Design btn_counter_bank, sky130hd; sources not shown.
clock_wires.png
Scale: 3 px per micron.
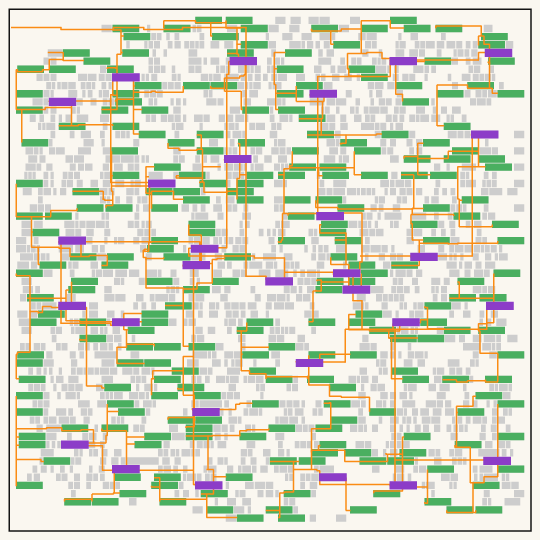
Orange marks clock wires, length 3560 microns. Purple marks clock-net drivers, count 29. Green marks flip-flops, count 244.
There are 30 routed clock nets.
clock share of power: 49.1%
Power Clock: 2140 uW
Latency at later pin: 0.55 ns

class_map.png
Scale: 2 px per micron. Fill, decap, tap and diode cells in grey.
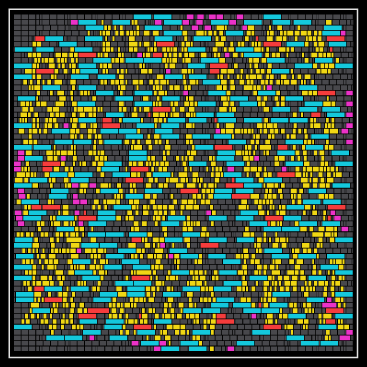
Cyan marks registers, cells 244. Magenta marks remaining buffers and delay cells, cells 64. Yellow marks remaining logic cells, cells 1311. Red marks clock drivers and dummy loads, cells 52.
Design Area, Final: 16100 sq um
area of the core: 28600 sq um
utilization after layout: 56.1%

m2.png
Scale: 3 px per micron.
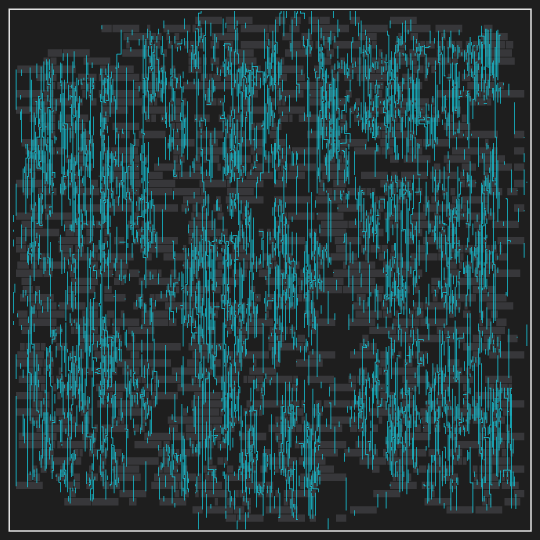
The wires run mostly vertical. The layer holds 46% of the routed length.
final WL: 36200 microns
met2 usage: 39.0%
DR vias: 13000

port_trees.png
Scale: 2 px per micron.
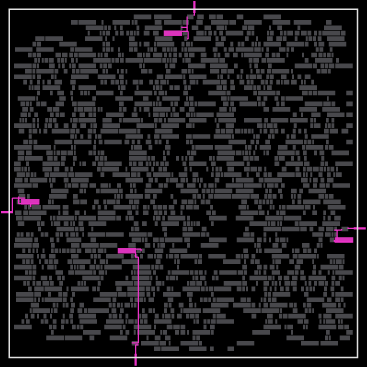
Magenta marks db, bits 4, direction output, edge 1 top, 1 right, 1 bottom, 1 left, end cells 4, buffers 4, wire 135 microns.
Port Buffers: 39
io pins: 40

clock_nets.png
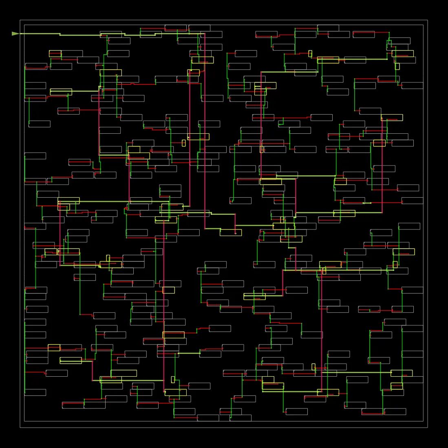
clock sinks: 244
clock buffers: 49
CTS buffer count: 29
flop count: 244

==> flow_summary_export.csv <==
group,metric,value,unit
clock_tree,clkSlewWorstSetupHoldPaths,0.06,ns
power,seqPwrFrac,47.3,%
worst_setup_path,rr_worst_depth,6,
place,post_dp_cell_area,15100,sq um
final_timing,slew_violations,0,
final_timing,setup_violations,0,
finish,dominant_cells,"logic gates",
final_timing,final_hold_viol_count,0,
worst_setup_path,path_depth,5,
worst_setup_path,path_cells,"clkdlybuf4s50_1, nand3b_1, or4_1, nor4_2, clkdlybuf4s50_1",
finish,lay_top_count,"dfrtp_1",
die,taps,384,
power,pg_comb,154,uW
die,rows,62,
logic_synthesis,synth_chip_area,14500,sq um
logic_synthesis,syn_inst,1660,
power,swShare,22.8,%
finish,logic_gates,1269,
global_route,overflow,0,
global_route,grt_pass1_wl,61500,microns
worst_setup_path,critPathRequiredTime,4.30,ns
final_timing,layout_min_cycle_time,4.06,ns
routing,wl_met2,16700,microns
power,powerSeq,2060,uW
routing,drcViolationCount,0,
clock_tree,hold_buffers,1,
finish,areaGrowthSynthToFinish,10.5,%
die,fp.dieW,173,microns
final_timing,rsz0062_at_grt,"no",
global_route,grt_pass1_vias,12300,
die,dieHeight,173,microns
finish,nets,1670,
power,irDropWorstVdd,231,uV
logic_synthesis,synthTopCellsByCount,"dfrtp_1 (244), nand2_1 (165), nand3_1 (139)",
place,place_worst_setup_slack,0.929,ns
final_timing,fin_tns_setup,0,ns
flow_run,maxCapViolations,0,
finish,sh_seq_area,38.0,%
logic_synthesis,area_leaders,"dfrtp_1 (42%), nand3_1 (4.8%), nand2_1 (4.3%)",
global_route,met1_usage,33.9,%
logic_synthesis,netlist.area_leader.share,42.0,%
final_timing,finalCritPeriodShare,82.0,%
logic_synthesis,synthAdderAreaFrac,1.03,%
finish,combGateArea,7750,sq um
die,fp_util,50.7,%
die,die_area,30100,sq um
finish,buffer_area_share,3.73,%
clock_tree,post_cts_resize_count,0,
worst_setup_path,cp_num_buf_inv,2,
logic_synthesis,synthDistinctLibCells,77,
min_path,min_path_type,"reg -> reg",
routing,met3_length,1510,microns
logic_synthesis,synth_warnings,0,
logic_synthesis,syn-num-nets,1680,
final_timing,worst_pin_slew,1.08,ns
power,p_switching,991,uW
clock_tree,cts_root_buffer,"clkbuf_16",
worst_setup_path,r2r_slack,1.80,ns
worst_setup_path,cp.arrival,3.42,ns
power,power_leakage,0.00634,uW
worst_setup_path,end_kind,"output pin",
logic_synthesis,ys_seq_share,42.0,%
logic_synthesis,xor_share,2.11,%
worst_setup_path,startpoint_type,"input port",
power,power,4350,uW
logic_synthesis,aoi_share,17.4,%
logic_synthesis,ys_sh_mux,1.34,%
logic_synthesis,top_area_cell,"dfrtp_1",
global_route,groute.usage.overall,24.8,%
logic_synthesis,logic_family,"simple AND/OR/NAND/NOR gates",
worst_setup_path,worstPathMaxFanout,10,
final_timing,layout_setup_ws,0.890,ns
worst_setup_path,crit_type,"in -> out",
worst_setup_path,slowest_stage,"clkdlybuf4s50_1",
final_timing,maxSlewHeadroom,27.5,%
logic_synthesis,top_cell,"dfrtp_1",
logic_synthesis,ys.flop_type,"dfrtp_1",
logic_synthesis,syn-cell-area,14500,sq um
routing,wl_per_cell,17.6,microns
power,p_comb_share,3.5,%
logic_synthesis,syn_avg_cell_area,8.75,sq um
clock_tree,cts_buffer_depth,3,
global_route,grt_start_max_net_pins,90,
finish,clock_area_share,5.99,%
power,top_power_group,"clock",
worst_setup_path,path_common_cell,"clkdlybuf4s50_1",
global_route,grt_busiest_layer,"met2",
min_path,hold_path_depth,0,
flow_run,tool_warnings,26,
finish,nNonClkInverters,42,
routing,drt_iter0_drc,924,
routing,m1WireLength,17100,microns
worst_setup_path,crit_family,"buffers and inverters",
power,power_density,271,nW/um^2
power,internal-power,3360,uW
finish,buffers,64,
finish,lay_top_cells,"dfrtp_1 (244), nand2_1 (165), nand3_1 (139)",
clock_tree,postCtsSetupBuffers,0,
logic_synthesis,ys_sh_simple,31.4,%
finish,drive_above_1_share,6.76,%
run_status,status,"finished clean",
clock_tree,cts_tree,"done",
final_timing,fin_hold_ws,0.196,ns
logic_synthesis,yosys_register_bits,244,
finish,antenna_cells,0,
clock_tree,h-tree-depth,1,
finish,comb_share,48.3,%
worst_setup_path,slowest_delay,0.78,ns
place,hpwlAfterDp,24000,microns
global_route,antenna_found_initial,0,
routing,ant_nets,0,
finish,flop_area,6110,sq um
routing,top_layer_used,"met4",
routing,viasPerCell,6.34,
logic_synthesis,edf_count,0,
logic_synthesis,synthArstFlopShare,100,%
global_route,grt_use_met3,3.09,%
final_timing,fmax,0.246,GHz
finish,final_cells,2055,
finish,n_fill_cell,2557,
logic_synthesis,ys_cells,1660,
routing,firstDrtPassIters,5,
place,dp_cells,2001,
No activity file was given, so power comes from the tool's default toggle rates.
